Design mem_channel_arbiter, sky130hd; sources not shown.
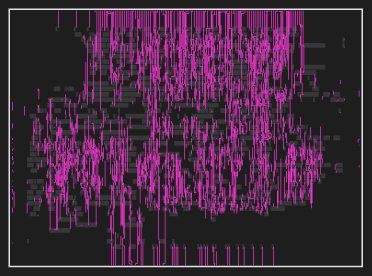
*The metal 2 layer, run 1*
(2 px per um) Cells faint in the background.
main direction: vertical
nets with wire on the layer: 937
share of all routed wire: 42%
wire length on this layer: 9690 um
final wirelength: 22.8 mm
total number of vias: 6637
met2 Use GR: 0.276

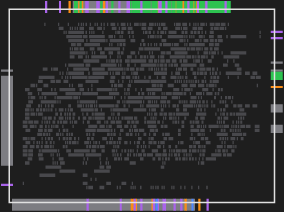
*Pin placement, run 1*
(1.5 px per um) Pins as bars across the die edge, other pins in grey.
| colour | port | pins | direction | edge |
|---|---|---|---|---|
| blue | mem_write_valid | 2 | output | south |
| purple | mem_write_data | 32 | output | 18 north, 11 south, 2 east, 1 west |
| green | consumer_read_data | 64 | output | 60 north, 4 east |
| orange | mem_write_address | 16 | output | 9 north, 6 south, 1 east |
PortBufs: 157
die height: 128 um

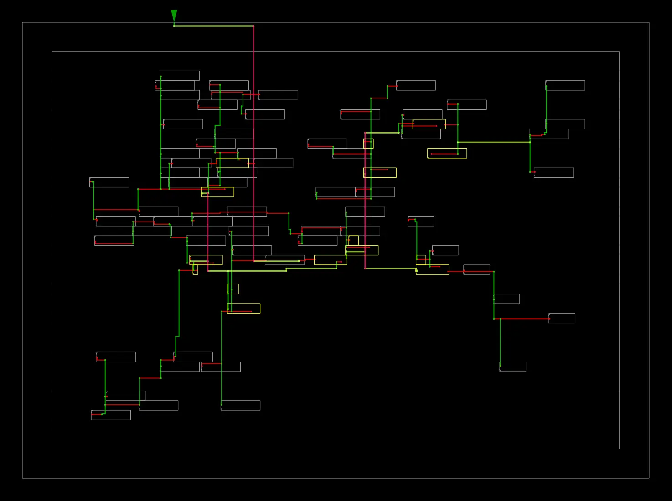
*Clock routing, run 1*
clock buf count: 10
Num CTS Buffers: 9

==> run summary, run 1 <==
fresh numbers from the pnr run: CP Capture Type output port, EDFF count, synth about 56, DRC Markers 0, Post-DRT Antenna Nets 0, tool warning count between 100 and 150, Critical Path RT 3.76 ns, slowest stage delay, CP roughly 0.72 ns, met2 WL post-DR roughly 9.7 mm, number of flip-flops in the largest register 32, share of layout cells above drive strength 1 0.129, Util after Layout 0.479, busiest layer in global routing met2, DP Wirelength roughly 18 mm, Finished Layout Cells 1304, Hold Crit Class reg -> reg, FFs w/ async S/R, synth 0, worst path cell trace clkinv_1 -> buf_4 -> ha_1 -> nand2_1 -> nand4_1 -> o32ai_1 -> clkdlybuf4s50_1, YS chip area roughly 0.0063 mm2, aoi share 0.149, Die W 176 um, met3 WL post-DR ~2.1 mm, gr usage total 0.192, Placer Congestion 0.950, mux frac, synth 0, wl on met1 10.6 mm, CTS tree built, Simple-Gate Area Share 0.317, Setup crit start kind flop, Lkg Pwr 3.83 nW, Seq/Total Area, Yosys 0.288, Max Slew Vio Count 0, ANT cells 0, setup slack, reg-to-reg 0.48 ns, Max Used Layer met4, Max-area cell share 0.269, Crit. path cell count 7, clk_lat worst skew around 0.32 ns, GR Layer Usage met1 0.275, GRT overflow 0, placed cell area approximately 0.0082 mm2, Clock Pin Slew Worst Setup and Hold Paths approximately 0.050 ns, worst vdd ir 350 uV, Pre-antenna DRT Iters 5, core area around 0.018 mm2, met3 Use GR 0.0527, Final Critical Period around 4.8 ns, post-detailed-route wirelength per cell around 17 um, Final Cell Area approximately 0.0085 mm2, worst r2r path cells 29, pwr dens around 630 mW/mm2, first-pass GRT wire length 34.4 mm, vias in the first global route a little over 6000, Synth Area in Adders 0.0480, # IOs ~310, period utilisation layout 0.960, fillers 1780, critical path arrival 3.56 ns, initial antenna violation count 0, YS warnings 0, Area growth, synth to finish 36.0%, H-tree depth 3, cts hold-fix bufs 0, Top cells by area edfxtp_1 27%, nand2_1 9.8%, inv_1 8.9%, CTS Buffer Depth 2, Dominant flop cell edfxtp_1, worst path bufs/invs 3, FP Core Util 0.352, xor/xnor share 0, Unique masters post-synth between 40 and 50, critical path class reg -> out, Yosys reg bits a little over 60, max frequency around 0.21 GHz, critical path peak fanout 20, Total Nets Final around 1300, Top non-seq family simple AND/OR/NAND/NOR gates, Rows 41, # Cells Yosys ~880, Final Hold Fails 0, total chip power ~5.4 mW, Mapped Cells roughly 900, largest area contributor in the netlist edfxtp_1, placed instance count 1286, Rel. slew slack 0.456, commonest cells in the netlist 164 x nand2_1, 149 x inv_1, 76 x nor2_1, WHS Path Cells 4, Top delay family on crit path buffers and inverters, root buffer cell clkbuf_16, Sink Count a little over 60, Chip Area 0.0225 mm2, outcome complete, no violations, vias per cell between 5 and 6, Mean Syn Cell Area 7.10 um2, largest net degree at the start of global routing 34, Worst Max-Slew Pin Slew 0.814 ns, count leader, synth nand2_1, final setup fails 0, CP max stage cell clkdlybuf4s50_1, initial drt markers approximately 590, Max Cap Viol 0, cell area after synthesis 0.00625 mm2
## run 1: timing repair
| item | CTS | global route |
|---|---|---|
| endpoints found under the setup margin | 0 | 30 |
| gates resized | 0 | 5 |
| buffers inserted | 0 | 2 |
## run 1: metrics by stage
step                 TNS, ns  setup slack [ns]  hold slack (ns)
finish                     0             0.199            0.430
global route        -0.00192          -0.00192            0.471
CTS                        0             0.247            0.427
global placement      -0.202           -0.0176            0.398
floorplan                  0             0.831            0.355
detailed placement    -0.274           -0.0281            0.400
## run 1: layout by cell type (no fill, tap or decap), types with 4 or more instances in the layout
cell,synthesis,routed
conb_1,1,54
a21oi_1,28,27
nand3_2,16,18
inv_1,149,149
dfxtp_1,6,6
buf_12,0,4
inv_2,7,7
nand4_1,36,36
clkdlybuf4s50_1,0,157
nor3_2,8,8
nand3_1,59,58
nand2_2,9,9
o21ai_0,28,27
a211oi_1,9,9
o22ai_1,51,51
ha_1,24,24
clkbuf_16,0,9
nand2_4,4,4
edfxtp_1,56,56
nand2_1,164,164
o32ai_1,16,14
buf_4,56,55
nand3_4,5,5
nor2_1,76,75
## run 1: report_power, final
| group | total (mW) | internal [mW] | switching [mW] |
|---|---|---|---|
| combinational | 3.82 | 1.41 | 2.42 |
| clock | 0.628 | 0.388 | 0.240 |
| sequential | 0.926 | 0.811 | 0.115 |
## run 1: tightest hold or removal path, delay by kind of cell (launching register included)
family             cells  cell delay (ns)
AOI/OAI and AO/OA      3             0.21
DFF                    1             0.32
and+or+nand+nor        1             0.05
## run 1: final cells by class
type	instances	area (um2)	share of cell area
sequential	62	1800	0.212
timing repair buffer	216	2060	0.243
clock buffer	10	229	0.0269
multi-input combinational	617	3460	0.407
clock inverter	5	61.3	0.00721
tap	236	295	0.0347
inverter	158	596	0.0700
### Clock network drawn from the DEF, run 1

(3 px per um)
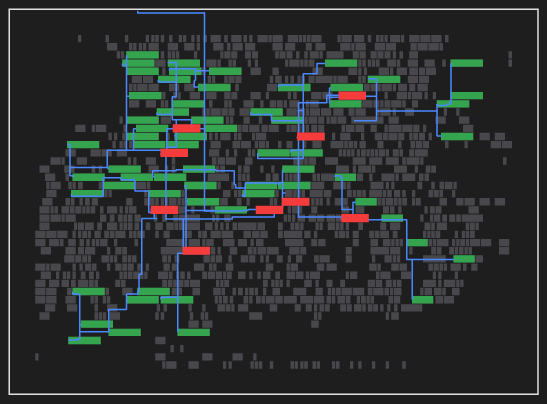

==> run 2: changes to the inputs <==
- clock period: 4.95 -> 5.04 ns (I/O delays scaled with it)
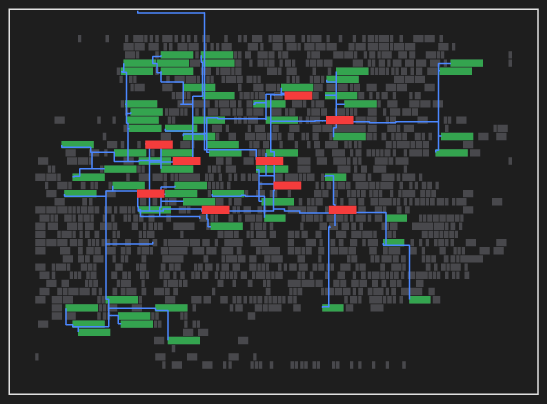
*Clock network drawn from the DEF, run 2*
(3 px per um)
[blue] clock wires | length: 1000 um
[green] flip-flops | count: 62
[red] clock drivers | count: 9
routed clock nets: 10
Clock net power: 0.694 mW
clk_lat worst skew: 0.33 ns

==> run 2 against run 1 <==
  * Sequential share of layout area barely moved
  * Utilization fell by 0.085 points
  * Sequential power fell by 1%
  * Area after synthesis did not move
  * Register-to-register slack barely moved
  * Setup slack improved by 0.12 ns
  * Worst hold slack improved by 0.0048 ns
  * Routed wire length fell by 0.25%
  * Cell count fell by 0.23%
  * Via count rose by 0.62%
  * Critical path depth fell by 1
  * Critical path type unchanged
==> run summary, run 2 <==
fresh numbers from the pnr run: wl on met1 10.3 mm (-3.4%), Total Nets Final 1258 (-0.32%), critical path class reg -> out, core area 0.0177 mm2 (unchanged), Max Slew Vio Count 0 (unchanged), Hold Crit Class reg -> reg, Top non-seq family simple AND/OR/NAND/NOR gates, period utilisation layout 0.937, cell area after synthesis 0.00625 mm2 (unchanged), Rel. slew slack 0.480 (+0.0242), cts hold-fix bufs 0 (unchanged), Die W 176 um (unchanged), aoi share 0.149 (unchanged), worst slack, placed 0.0604 ns (+0.0885 ns), EDFF count, synth 56 (unchanged), Unique masters post-synth 42 (unchanged), critical path peak fanout 16 (-20%), Top delay family on crit path buffers and inverters, mux frac, synth 0 (unchanged), FP Core Util 0.352 (unchanged), # Cells Yosys 881 (unchanged), initial antenna violation count 0 (unchanged), Critical Path RT 3.83 ns (+0.07 ns), Area growth, synth to finish 35.8%, Synth Area in Adders 0.0480 (unchanged), Max-area cell share 0.269 (unchanged), Setup crit start kind flop, root buffer cell clkbuf_16, Lkg Pwr 3.84 nW (+0.25%), fillers 1796 (+0.90%), DP Wirelength 17.6 mm (about the same), GRT overflow 0 (unchanged), Top Layout Cells 164 x nand2_1, 157 x clkdlybuf4s50_1, 149 x inv_1, Worst Max-Slew Pin Slew 0.778 ns (-0.0362 ns), Mapped Cells 881 (unchanged), DRC Markers 0 (unchanged), outcome complete, no violations, Simple-Gate Area Share 0.317 (unchanged), Rows 41 (unchanged), worst path bufs/invs 2 (-1), setup slack, reg-to-reg 0.47 ns (about the same), Yosys reg bits 62 (unchanged), xor/xnor share 0 (unchanged), number of flip-flops in the largest register 32 (unchanged), Sum Neg Setup Slack 0 ns (unchanged), tool warning count 148 (unchanged), max frequency around 0.21 GHz, share of layout cells above drive strength 1 0.126 (-0.00339), met3 WL post-DR 2.32 mm (+11%), CP Capture Type output port, met2 WL post-DR 9.78 mm (+1.0%), worst r2r path cells 30 (+3.4%), Post-DRT Antenna Nets 0 (unchanged), gr usage total 0.193 (+0.000842), # IOs 314 (unchanged), final setup fails 0 (unchanged), most frequent logic cell in the layout nand2_1, Top cells by area edfxtp_1 27%, nand2_1 9.8%, inv_1 8.9%, Max Cap Viol 0 (unchanged), YS chip area 0.00625 mm2 (unchanged), initial drt markers 666 (+14%), Mean Syn Cell Area 7.10 um2 (unchanged), CP max stage cell clkdlybuf4s50_1, post-route setup slack 0.317 ns (+0.117 ns), largest net degree at the start of global routing 34 (unchanged), logic area 0.00344 mm2 (-0.58%), Pre-antenna DRT Iters 5 (unchanged), Placer Congestion 0.924 (-2.7%), CTS tree built, Final Critical Period between 4 and 5 ns, worst vdd ir 404 uV (+15%), largest area contributor in the netlist edfxtp_1, Reg area 0.00180 mm2 (unchanged), first-pass GRT wire length 34.8 mm (+1.1%), WHS Path Cells 4 (unchanged), YS warnings 0 (unchanged), Seq/Total Area, Yosys 0.288 (unchanged), FFs w/ async S/R, synth 0 (unchanged), Chip Area 0.0225 mm2 (unchanged), Max Used Layer met4, vias in the first global route 6241 (+3.0%), H-tree depth 3 (unchanged), final hold slack 0.435 ns (+0.00480 ns), vias per cell 5.13 (+0.85%), count leader, synth nand2_1, total number of vias 6678 (+0.62%), die height 128 um (unchanged), Dominant flop cell edfxtp_1, pwr dens 626 mW/mm2 (-0.92%), commonest cells in the netlist 164 x nand2_1, 149 x inv_1, 76 x nor2_1
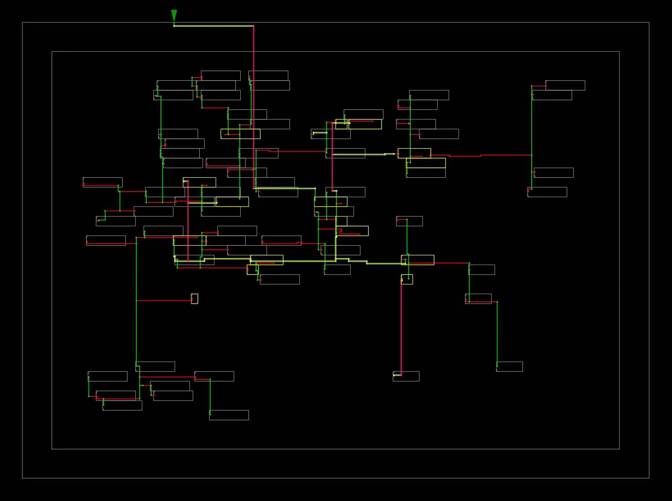
*Clock routing, run 2*
Sink Count: 62
clock buf count: 9
registers: 62

[run 2: cell families (layout without fill, tap and decap cells)]
logic type      Yosys count  after routing
compound gates          148            148
fa+ha+maj                24             24
other cells               1             54
simple gates            390            391
buf+inv                 256            386
flops                    62             62
[run 2: report_power, final]
part           internal (mW)  switching (mW)
clock                  0.439           0.255
sequential             0.796           0.118
combinational           1.36            2.35
[run 2: final cells by class]
class / count / share of cell area
tap: 236 / 0.0348
multi-input combinational: 617 / 0.405
clock buffer: 9 / 0.0265
clock inverter: 7 / 0.0118
sequential: 62 / 0.212
timing repair buffer: 212 / 0.240
inverter: 158 / 0.0701
[run 2: what timing repair did]
action	4_1_cts	5_1_grt
resized	0	2
endpoints found under the setup margin	0	5
buffers inserted	0	2
hold endpoints to repair	0	0
[run 2: worst reg2reg max path: cells and delay by family, from the launching register on]
family	cells	cell delay, ns
buf+inv	5	0.59
fa+ha+maj	1	0.47
simple gates	23	2.61
flops	1	0.37
compound gates	1	0.08
[run 2: per-stage QoR]
stage               instance area, um2  utilization  cells  power (mW)
global route                      8490        0.479   1301        5.73
floorplan                         6450            -    934        3.34
finish                            8490        0.479   1301        5.32
global placement                  8130        0.458   1282        4.46
detailed placement                8130        0.458   1282        4.51
CTS                               8460        0.477   1298        5.22
[run 2: routing by layer]
| layer | vias to the layer above | GRT usage |
|---|---|---|
| li1 | 3210 | - |
| met1 | 3088 | 0.274 |
| met2 | 354 | 0.282 |
| met3 | 26 | 0.0541 |
| met4 | 0 | 0.0457 |
| met5 | - | 0 |
Power figures rest on the tool's default switching activity, not on a simulated workload.
